Fig. 1: run 1, met1 routing
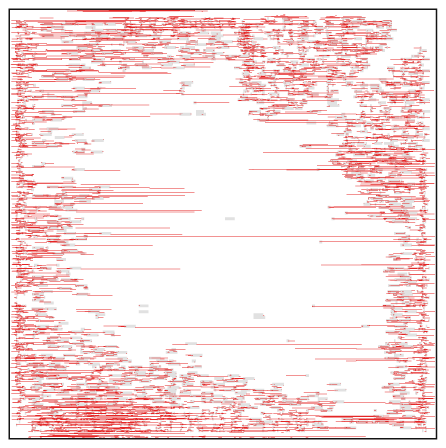
Fig. 2: run 1, signal wires on met2
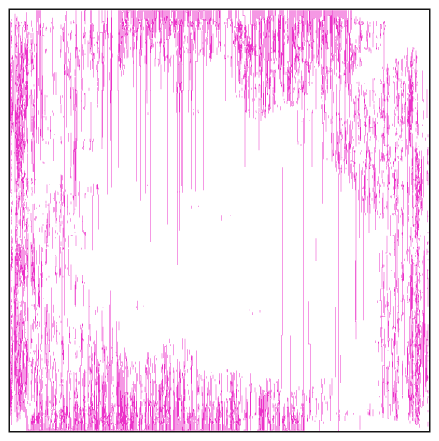
Fig. 3: run 1, met3 routing
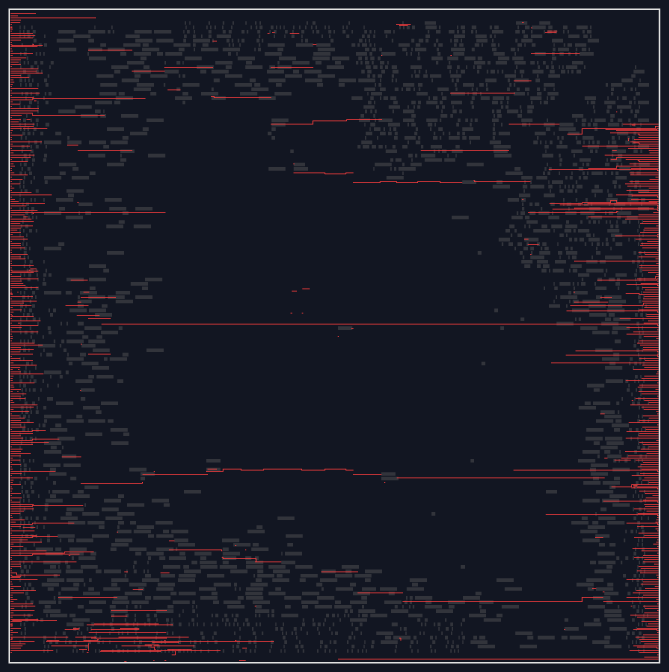
File: src/rtl/vx_commit_arbiter.sv
// vx_commit_arbiter: round-robin, packet-locked merge of commit streams into a registered 2-entry skid output with retire counters
module vx_commit_arbiter #(
  parameter int NUM_INPUTS = 4,
  parameter int NUM_LANES = 4,
  parameter int NW_BITS = 2,
  parameter int DATAW = 32,
  localparam int SRCW = NUM_INPUTS > 1 ? $clog2(NUM_INPUTS) : 1
) (
  input  logic                                clk,
  input  logic                                reset,
  input  logic [NUM_INPUTS-1:0]               in_valid,
  output logic [NUM_INPUTS-1:0]               in_ready,
  input  logic [NUM_INPUTS*NW_BITS-1:0]       in_wid,
  input  logic [NUM_INPUTS*NUM_LANES-1:0]     in_tmask,
  input  logic [NUM_INPUTS*32-1:0]            in_pc,
  input  logic [NUM_INPUTS-1:0]               in_wb,
  input  logic [NUM_INPUTS*5-1:0]             in_rd,
  input  logic [NUM_INPUTS*NUM_LANES*DATAW-1:0] in_data,
  input  logic [NUM_INPUTS-1:0]               in_sop,
  input  logic [NUM_INPUTS-1:0]               in_eop,
  output logic                                out_valid,
  input  logic                                out_ready,
  output logic [NW_BITS-1:0]                  out_wid,
  output logic [NUM_LANES-1:0]                out_tmask,
  output logic [31:0]                         out_pc,
  output logic                                out_wb,
  output logic [4:0]                          out_rd,
  output logic [NUM_LANES*DATAW-1:0]          out_data,
  output logic                                out_sop,
  output logic                                out_eop,
  output logic [SRCW-1:0]                     out_src,
  output logic [63:0]                         retired_instrs,
  output logic [63:0]                         retired_threads
);
  typedef struct packed {
    logic [SRCW-1:0]            src;
    logic [NW_BITS-1:0]         wid;
    logic [NUM_LANES-1:0]       tmask;
    logic [31:0]                pc;
    logic                       wb;
    logic [4:0]                 rd;
    logic [NUM_LANES*DATAW-1:0] data;
    logic                       sop;
    logic                       eop;
  } ent_t;
  ent_t head, tail, in_ent;
  logic [1:0] count;
  logic [SRCW-1:0] rr_ptr, lock_src, sel, idx;
  logic lock, found, enq, deq;
  // While locked the grant is pinned to lock_src, whether or not it is valid.
  always_comb begin
    sel = lock_src;
    found = lock;
    idx = '0;
    for (int k = 0; k < NUM_INPUTS; k++) begin
      idx = SRCW'((int'(rr_ptr) + k) % NUM_INPUTS);
      if (!found && in_valid[idx]) begin
        sel = idx;
        found = 1'b1;
      end
    end
    in_ready = '0;
    in_ready[sel] = !reset && found && count != 2'd2;
  end
  assign enq = in_valid[sel] && in_ready[sel];
  assign deq = out_valid && out_ready;
  assign in_ent = '{src: sel,
                    wid: in_wid[int'(sel)*NW_BITS +: NW_BITS],
                    tmask: in_tmask[int'(sel)*NUM_LANES +: NUM_LANES],
                    pc: in_pc[int'(sel)*32 +: 32],
                    wb: in_wb[sel],
                    rd: in_rd[int'(sel)*5 +: 5],
                    data: in_data[int'(sel)*NUM_LANES*DATAW +: NUM_LANES*DATAW],
                    sop: in_sop[sel],
                    eop: in_eop[sel]};
  always_ff @(posedge clk) begin
    if (reset) begin
      count <= '0;
      rr_ptr <= '0;
      lock <= 1'b0;
      lock_src <= '0;
      retired_instrs <= '0;
      retired_threads <= '0;
    end else begin
      count <= count + 2'(enq) - 2'(deq);
      if (enq) begin
        lock <= !in_ent.eop;
        lock_src <= sel;
        if (in_ent.eop) rr_ptr <= (sel == SRCW'(NUM_INPUTS - 1)) ? '0 : sel + 1'b1;
      end
      if (deq && head.eop) begin
        retired_instrs <= retired_instrs + 64'd1;
        retired_threads <= retired_threads + 64'($countones(head.tmask));
      end
    end
  end
  // head is the registered output entry; tail is the skid slot behind it.
  always_ff @(posedge clk) begin
    if (deq && count == 2'd2) head <= tail;
    else if (enq && (count == 2'd0 || (deq && count == 2'd1))) head <= in_ent;
    if (enq && !deq && count == 2'd1) tail <= in_ent;
  end
  assign out_valid = count != 2'd0;
  assign out_src = head.src;
  assign out_wid = head.wid;
  assign out_tmask = head.tmask;
  assign out_pc = head.pc;
  assign out_wb = head.wb;
  assign out_rd = head.rd;
  assign out_data = head.data;
  assign out_sop = head.sop;
  assign out_eop = head.eop;
endmodule

File: config.mk
export PLATFORM = sky130hd
export DESIGN_NAME = vx_commit_arbiter
export DESIGN_NICKNAME = d
export VERILOG_FILES = /design/src/rtl/vx_commit_arbiter.sv
export SDC_FILE = /design/constraint.sdc
export NUM_CORES = 1
export LEC_CHECK = 0
export CAP_MARGIN = 20
export CELL_PAD_IN_SITES_DETAIL_PLACEMENT = 1
export CELL_PAD_IN_SITES_GLOBAL_PLACEMENT = 1
export CORE_AREA = 5 5 394 396
export DETAILED_ROUTE_END_ITERATION = 12
export DIE_AREA = 0 0 399 401
export DONT_BUFFER_PORTS = 1
export HOLD_SLACK_MARGIN = 0.1
export PLACE_DENSITY = 0.47
export SLEW_MARGIN = 20
export SYNTH_ARGS = -nofsm -noshare
export SYNTH_HDL_FRONTEND = slang
export SYNTH_SLANG_ARGS = --single-unit
File: constraint.sdc
create_clock -name clk -period 23.5 [get_ports clk]
set_clock_uncertainty 0.15 [all_clocks]
set_input_delay 3.525 -clock clk [delete_from_list [all_inputs] [get_ports clk]]
set_output_delay 3.525 -clock clk [all_outputs]
set_load 0.02 [all_outputs]
==> impl_metrics.ini, run 1 <==
; implementation run metrics
[run_status]
status = complete, no violations

[synthesis]
ys_top_cells_by_area = edfxtp_1 43%, nand2_1 12%, dfxtp_1 11%
top_cell = nand2_1
fp_nets = 3165
ys_seq_share_pct = 54.6
ys_warn_count = 0
yosys-stat-cells = 2453
numSynthFlops = 487
syn_inst = 2453
synth_top_area_share_pct = 43.4
syn-cell-area_sq_mm = 0.0243
async_flop_share_pct = 0

[drt]
ant_nets = 0
drt_pass1_iterations = 5
routedWlPerCell_um = 23.3
routed_via_density = 4.14

[critical_path]
regToRegSetupSlack_ps = 17800
cp_max_fo = 37
path_buffers = 3
cp_slowest_cell = o22ai_4
cp.required_ps = 19830
critPathLaunchType = input port
worstSetupPathType = in -> out
critPathCapture = in_ready[2]

[run]
warning_count = 35
maxCapViolCount = 0

[floorplan]
die-area_sq_mm = 0.160
fp-row-count = 143
coreArea_sq_mm = 0.151
die_width_um = 399

[power]
clkPwrFrac_pct = 20.9
total_switching_power_w = 0.00196
vdd_drop_max_mv = 0.0789
p_per_area_mw_per_mm2 = 160
swShare_pct = 43.1
leakage_nw = 9.97
power.total_w = 0.00455
combPwrFrac_pct = 39.0
p_seq_share_pct = 40.1

[final_timing]
rsz0062_at_grt = no
worst_slack_ps = 13670
relSlewSlack_pct = 27.2
fin_setup_tns_ps = 0

[clock_tree]
clock-sinks = 487
cts_max_path_buffers = 3
clk_latency_ps = 660
cts_root_buf = clkbuf_16
cts_setup_buffers = 0
cts_hold_buffers = 0
clkTransAtPathRegs_ps = 60

[place]
placedCellCount = 4347
dpl_worst_slack_ps = 13620
dpl.hpwl_um = 79900

[global_route]
grt_pass1_wl_um = 144000
antenna_found_initial = 11
overflow = 0
grt_usage_pct = 12.2
grt_max_degree = 137

[layout]
syn_to_final_growth_pct = 16.8
drive_above_1_share_pct = 13.3
fin_nets = 3091
final_cell_count_no_fill = 4465
## Picture notes: Fig. 1
- main direction: horizontal
- nets with wire on the layer: 2797

## Picture notes: Fig. 2
- nets with wire on the layer: 2783
- share of all routed wire: 49%

## Picture notes: Fig. 3
- wire length on this layer: 8900 um
- longest straight run: 342 um
- main direction: horizontal
- share of all routed wire: 8.6%

==> run 1: power groups by stage <==
| stage | Clock (W) | Combinational, W | Sequential [W] |
|---|---|---|---|
| 6_report | 0.000953 | 0.00178 | 0.00183 |
| 5_1_grt | 0.00103 | 0.00199 | 0.00185 |
| 4_1_cts | 0.00100 | 0.00184 | 0.00186 |
| 3_5_place_dp | 0 | 0.00182 | 0.00187 |
| 3_3_place_gp | 0 | 0.00179 | 0.00188 |
| 2_1_floorplan | 0 | 0.00124 | 0.00177 |
==> run 1: how the worst min path moves through the flow <==
stage / startpoint / endpoint / slack [ps] / depth (start not counted)
final: tail[118] / out_data[116] / 360 / 1
after global routing: tail[118] / out_data[116] / 400 / 1
after CTS: tail[118] / out_data[116] / 360 / 1
after detailed placement: tail[0] / out_eop / 370 / 2
after global placement: tail[0] / out_eop / 360 / 2
after floorplan: lock_src[0] / lock_src[0] / 300 / 2
==> run 1: metal layers <==
metal	GRT usage, %	vias up	share of wire (%)
met5	0	-	0.026
met3	3.79	116	8.6
li1	-	8469	-
met2	21.6	747	49
met1	14.5	9168	40
met4	2.94	4	2.3
==> run 1: flip-flops by register name (all words and copies together) (netlist names) <==
signal and flops:
out_wid 2, out_tmask 4, lock_src 2, tail 176, lock 1, retired_instrs 64
out_rd 5, out_wb 1, out_eop 1, retired_threads 64, out_src 2, rr_ptr 2
count 2, out_pc 32, out_sop 1, out_data 128
==> run 1: through the flow <==
stage | area (sq um) | hold slack (ps)
after detailed placement | 26400 | 365
after global placement | 26400 | 363
after global routing | 28400 | 396
final | 28400 | 363
after floorplan | 24300 | 304
after CTS | 28400 | 360
==> run 1: final cells by class <==
| class | instances | area, sq um |
|---|---|---|
| multi-input cells | 1783 | 10300 |
| clock inverters | 47 | 464 |
| inverters | 20 | 87.6 |
| well taps | 2030 | 2540 |
| flip-flops and latches | 487 | 13300 |
| fillers | 17500 | 123000 |
| repair buffers | 27 | 203 |
| clock buffers | 65 | 1540 |
| diodes | 6 | 15.0 |
==> run 1: kinds of logic after synthesis <==
kind of cell	share of synthesized area [%]
DFF	54.6
buffers and inverters	3.32
adders and majority gates	0.555
AOI/OAI and AO/OA	5.87
and+or+nand+nor	23.3
muxes	8.35
xor gates and xnor gates	4.07
==> run 1: worst register-to-register path, cell delays in order, from the launching register on <==
cell and delay (ps):
dfxtp_1 540, nor2b_1 150, o21ai_0 150, or3b_1 350, o22a_1 200, o22ai_4 570, buf_4 320, mux2_2 440
inv_2 120, ha_1 150, nand2_1 80, nor2_4 80, buf_4 360, buf_4 700, buf_4 860
==> run 1: cell usage in the layout (no fill, tap or decap), types with 19 or more instances in the layout <==
master	count
buf_4	27
nand4_1	27
and3_1	195
clkbuf_16	61
nand2_1	758
nand3_1	40
xnor2_1	26
mux2_2	175
o21ai_0	19
edfxtp_1	352
nor2_1	143
a31oi_1	173
xor2_1	87
dfxtp_1	135
Fig. 4: run 1, M4 wires
The bar under the picture is 100 um long.
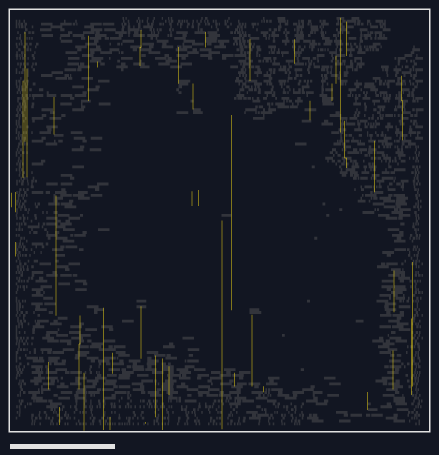

==> run 2: changes to the inputs <==
- CORE_AREA: 5 5 394 396 -> 5 5 388 390
- DIE_AREA: 0 0 399 401 -> 0 0 393 395
- PLACE_DENSITY: 0.47 -> 0.49
- clock period: 23.5 -> 7.9 ns (I/O delays scaled with it)
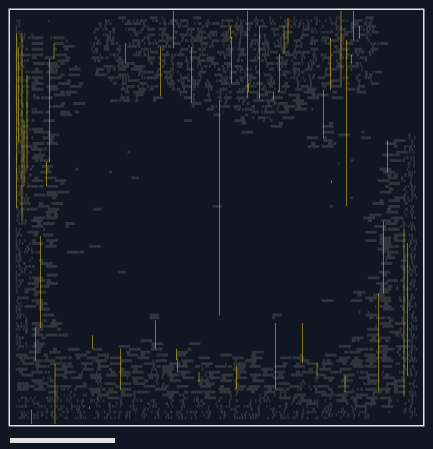
Fig. 5. M4 wires (run 2).
The bar under the picture is 100 um long.
- share of all routed wire: 2.6%
- wire length on this layer: 2690 um
- main direction: vertical
- longest straight run: 205 um

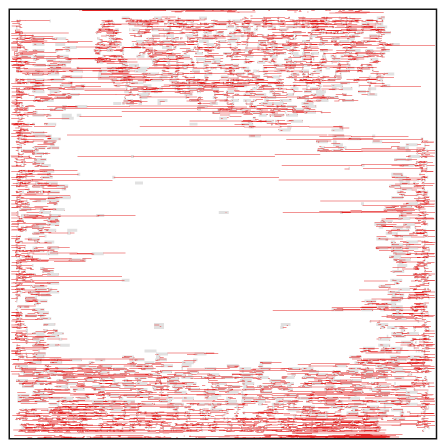
Fig. 6. Met1 routing (run 2).
- nets with wire on the layer: 2818
- main direction: horizontal

==> run 2 against run 1 <==
Compared with the run above:
- sequential cell count did not move
- register-to-register slack got worse by 15000 ps
- clock power increased to 2.9 times the previous value
- sequential power grew to 3.0 times the previous value
- total power increased to 3.0 times the previous value
- count of clock-buffer cells in the layout is 9 higher
- critical path depth grew 3
- worst setup slack lost 10000 ps
- routed wire length is 0.52% lower
- final area fell by 0.29%
- synthesized cell count unchanged
- final cell count fell by 2.4%
- critical path type is now reg -> reg
- highest routed layer unchanged
==> impl_metrics.ini, run 2 <==
; implementation run metrics
[clock_tree]
cts_root_buf = clkbuf_16
cts_setup_buffers = 0
clkTransAtPathRegs_ps = 60
cts_resized = 0
cts_hold_buffers = 0
cts_max_path_buffers = 3
clock-sinks = 487
clk_latency_ps = 640
numCtsBuffers = 60
cts_max_level = 2
cts_tree = done

[final_timing]
rsz0062_at_grt = no
period_needed_ps = 4700
relSlewSlack_pct = 23.2
fin_setup_tns_ps = 0
fmax_ghz = 0.213
slew_violations = 0
finalHoldViolCount = 0
whs_ps = 385
finalSetupViolations = 0
worstMarginPinSlew_ps = 1150
layout_worst_path_cycle_share_pct = 59.6

[global_route]
grt_max_degree = 137
grt_usage_pct = 12.5
grt_pass1_vias = 19300
grt_pass1_wl_um = 143000
antenna_found_initial = 10
overflow = 0

[drt]
drc_errors = 0
ant_nets = 0
routedWlPerCell_um = 23.7
num_vias = 18600
drt_wl_total_um = 103000
first_iter_violations = 1010
drt_pass1_iterations = 5
routed_via_density = 4.27

[synthesis]
fp_nets = 3165
top_cell = nand2_1
synth_top_area_share_pct = 43.4
yosysChipArea_sq_mm = 0.0243
top_cells_by_count = 759 x nand2_1, 352 x edfxtp_1, 196 x and3_1
numSynthFlops = 487
top_area_cell = edfxtp_1
ys_warn_count = 0
syn-cell-area_sq_mm = 0.0243
synth_cell_types = 64
syn_inst = 2453
ys_top_cells_by_area = edfxtp_1 43%, nand2_1 12%, dfxtp_1 11%
async_flop_share_pct = 0
syn_area_per_cell_sq_um = 9.92
synth-main-ff-cell = edfxtp_1
synth-edff-count = 352
yosys-stat-cells = 2453
ys_seq_share_pct = 54.6

[layout]
lay_top_count = nand2_1
final_cell_mix = 758 x nand2_1, 352 x edfxtp_1, 195 x and3_1, 174 x mux2_2, 173 x a31oi_1
fin_nets = 3085
regMostFlops = tail
final_util_pct = 19.3
largest_reg_flops = 176
drive_above_1_share_pct = 13.1
syn_to_final_growth_pct = 16.4

[place]
dpl.hpwl_um = 78000
place.port_buffers = 0
gp_congestion = 0.894

[floorplan]
coreArea_sq_mm = 0.147
die_width_um = 393
die_y_um = 395
io-pin-count = 1012
fp-row-count = 141
initCoreUtil_pct = 16.6
die-area_sq_mm = 0.155

[min_path]
min_path_cells = 2
hp-class = reg -> reg

[power]
leakage_nw = 9.96
vdd_drop_max_mv = 0.302
p_per_area_mw_per_mm2 = 479

[critical_path]
ff2ff_path_depth = 12
path_delay_family = simple AND/OR/NAND/NOR gates
crit_chain = mux2i_1 > o311ai_1 > and3_4 > inv_8 > mux2i_1 > nand2_1 > mux2_4 > inv_2 > ha_1 > nand2_1 > nor2_4 > buf_12
regToRegSetupSlack_ps = 3200
cp_max_fo = 82
cp_slowest_cell = and3_4
critPathCapture = tail[153]
r2r_end = tail[153]
cp.depth = 12
slowest_delay_ps = 640
crit_start = rr_ptr[1]
critPathLaunchType = flip-flop
arrival_ps = 4810
path_buffers = 3
worstSetupPathType = reg -> reg
r2r-start = rr_ptr[1]
cp-end-kind = flip-flop
cp.required_ps = 8010

[run]
warning_count = 38
maxCapViolCount = 0

[run_status]
status = complete, no violations
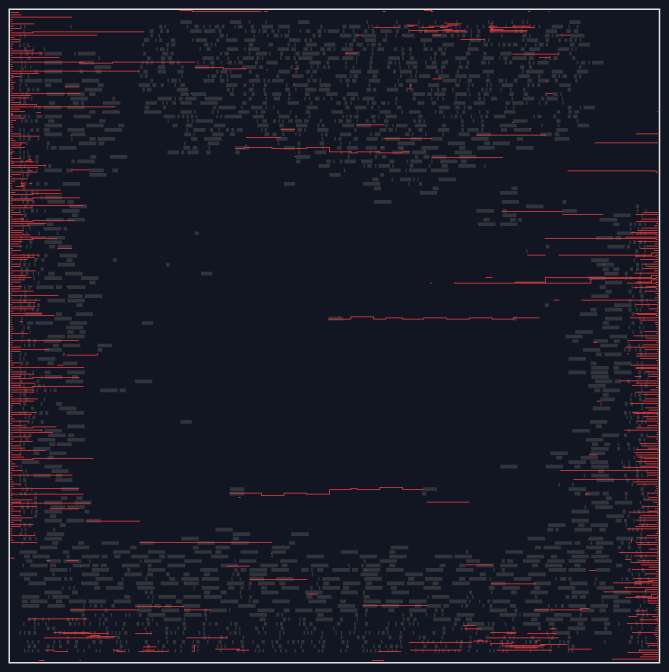
Fig. 7. Met3 routing (run 2).
- wire length on this layer: 6810 um
- main direction: horizontal
- share of all routed wire: 6.6%
- nets with wire on the layer: 530
- longest straight run: 82.8 um

==> run 2: area by class of cell <==
class,instances,area (sq um)
repair buffers,21,258
diodes,2,5.00
multi-input cells,1783,10300
inverters,20,90.1
well taps,1930,2410
fillers,17000,118000
clock buffers,74,1580
flip-flops and latches,487,13300
clock inverters,39,392
==> run 2: logic make-up after synthesis <==
family / Yosys count / share of synthesized area [%]
AND-OR/OR-AND: 228 / 5.87
flip-flops: 487 / 54.6
multiplexers: 181 / 8.35
buffers and inverters: 183 / 3.32
adder cells (fa/ha/maj): 9 / 0.555
XOR/XNOR: 113 / 4.07
AND/OR/NAND/NOR: 1252 / 23.3
==> run 2: metrics by stage <==
stage / total power [W] / cells / instance area (sq um) / setup WS [ps]
after CTS: 0.0139 / 4354 / 28300 / 3080
after floorplan: 0.00881 / 2453 / 24400 / -107
after global placement: 0.0109 / 4241 / 26400 / 2480
after detailed placement: 0.0110 / 4241 / 26400 / 2480
final: 0.0136 / 4356 / 28300 / 3200
after global routing: 0.0144 / 4356 / 28300 / 2630
==> run 2: metal layers <==
metal	track usage (%)	part of all wire (%)	up-vias
met5	0	0.060	-
met4	3.58	2.6	10
met3	3.03	6.6	120
met2	22.4	51	709
met1	14.7	40	9297
li1	-	-	8457
==> run 2: worst min-delay path by stage <==
| stage | from | endpoint |
|---|---|---|
| 5_1_grt | tail[59] | out_data[57] |
| 3_5_place_dp | tail[0] | out_eop |
| 2_1_floorplan | lock_src[0] | lock_src[0] |
| 6_report | tail[0] | out_eop |
| 3_3_place_gp | tail[0] | out_eop |
| 4_1_cts | tail[0] | out_eop |
==> run 2: worst min-delay path, delay by kind of cell, from the launching register on <==
| kind | cells | cell delay [ps] |
|---|---|---|
| AOI/OAI and AO/OA | 1 | 60 |
| DFF | 1 | 320 |
| and+or+nand+nor | 1 | 50 |
==> run 2: where the power goes <==
| group | switching (W) | internal [W] |
|---|---|---|
| sequential | 0.00122 | 0.00421 |
| combinational | 0.00344 | 0.00189 |
| clock | 0.00116 | 0.00164 |
No activity file was given, so power comes from the tool's default toggle rates.
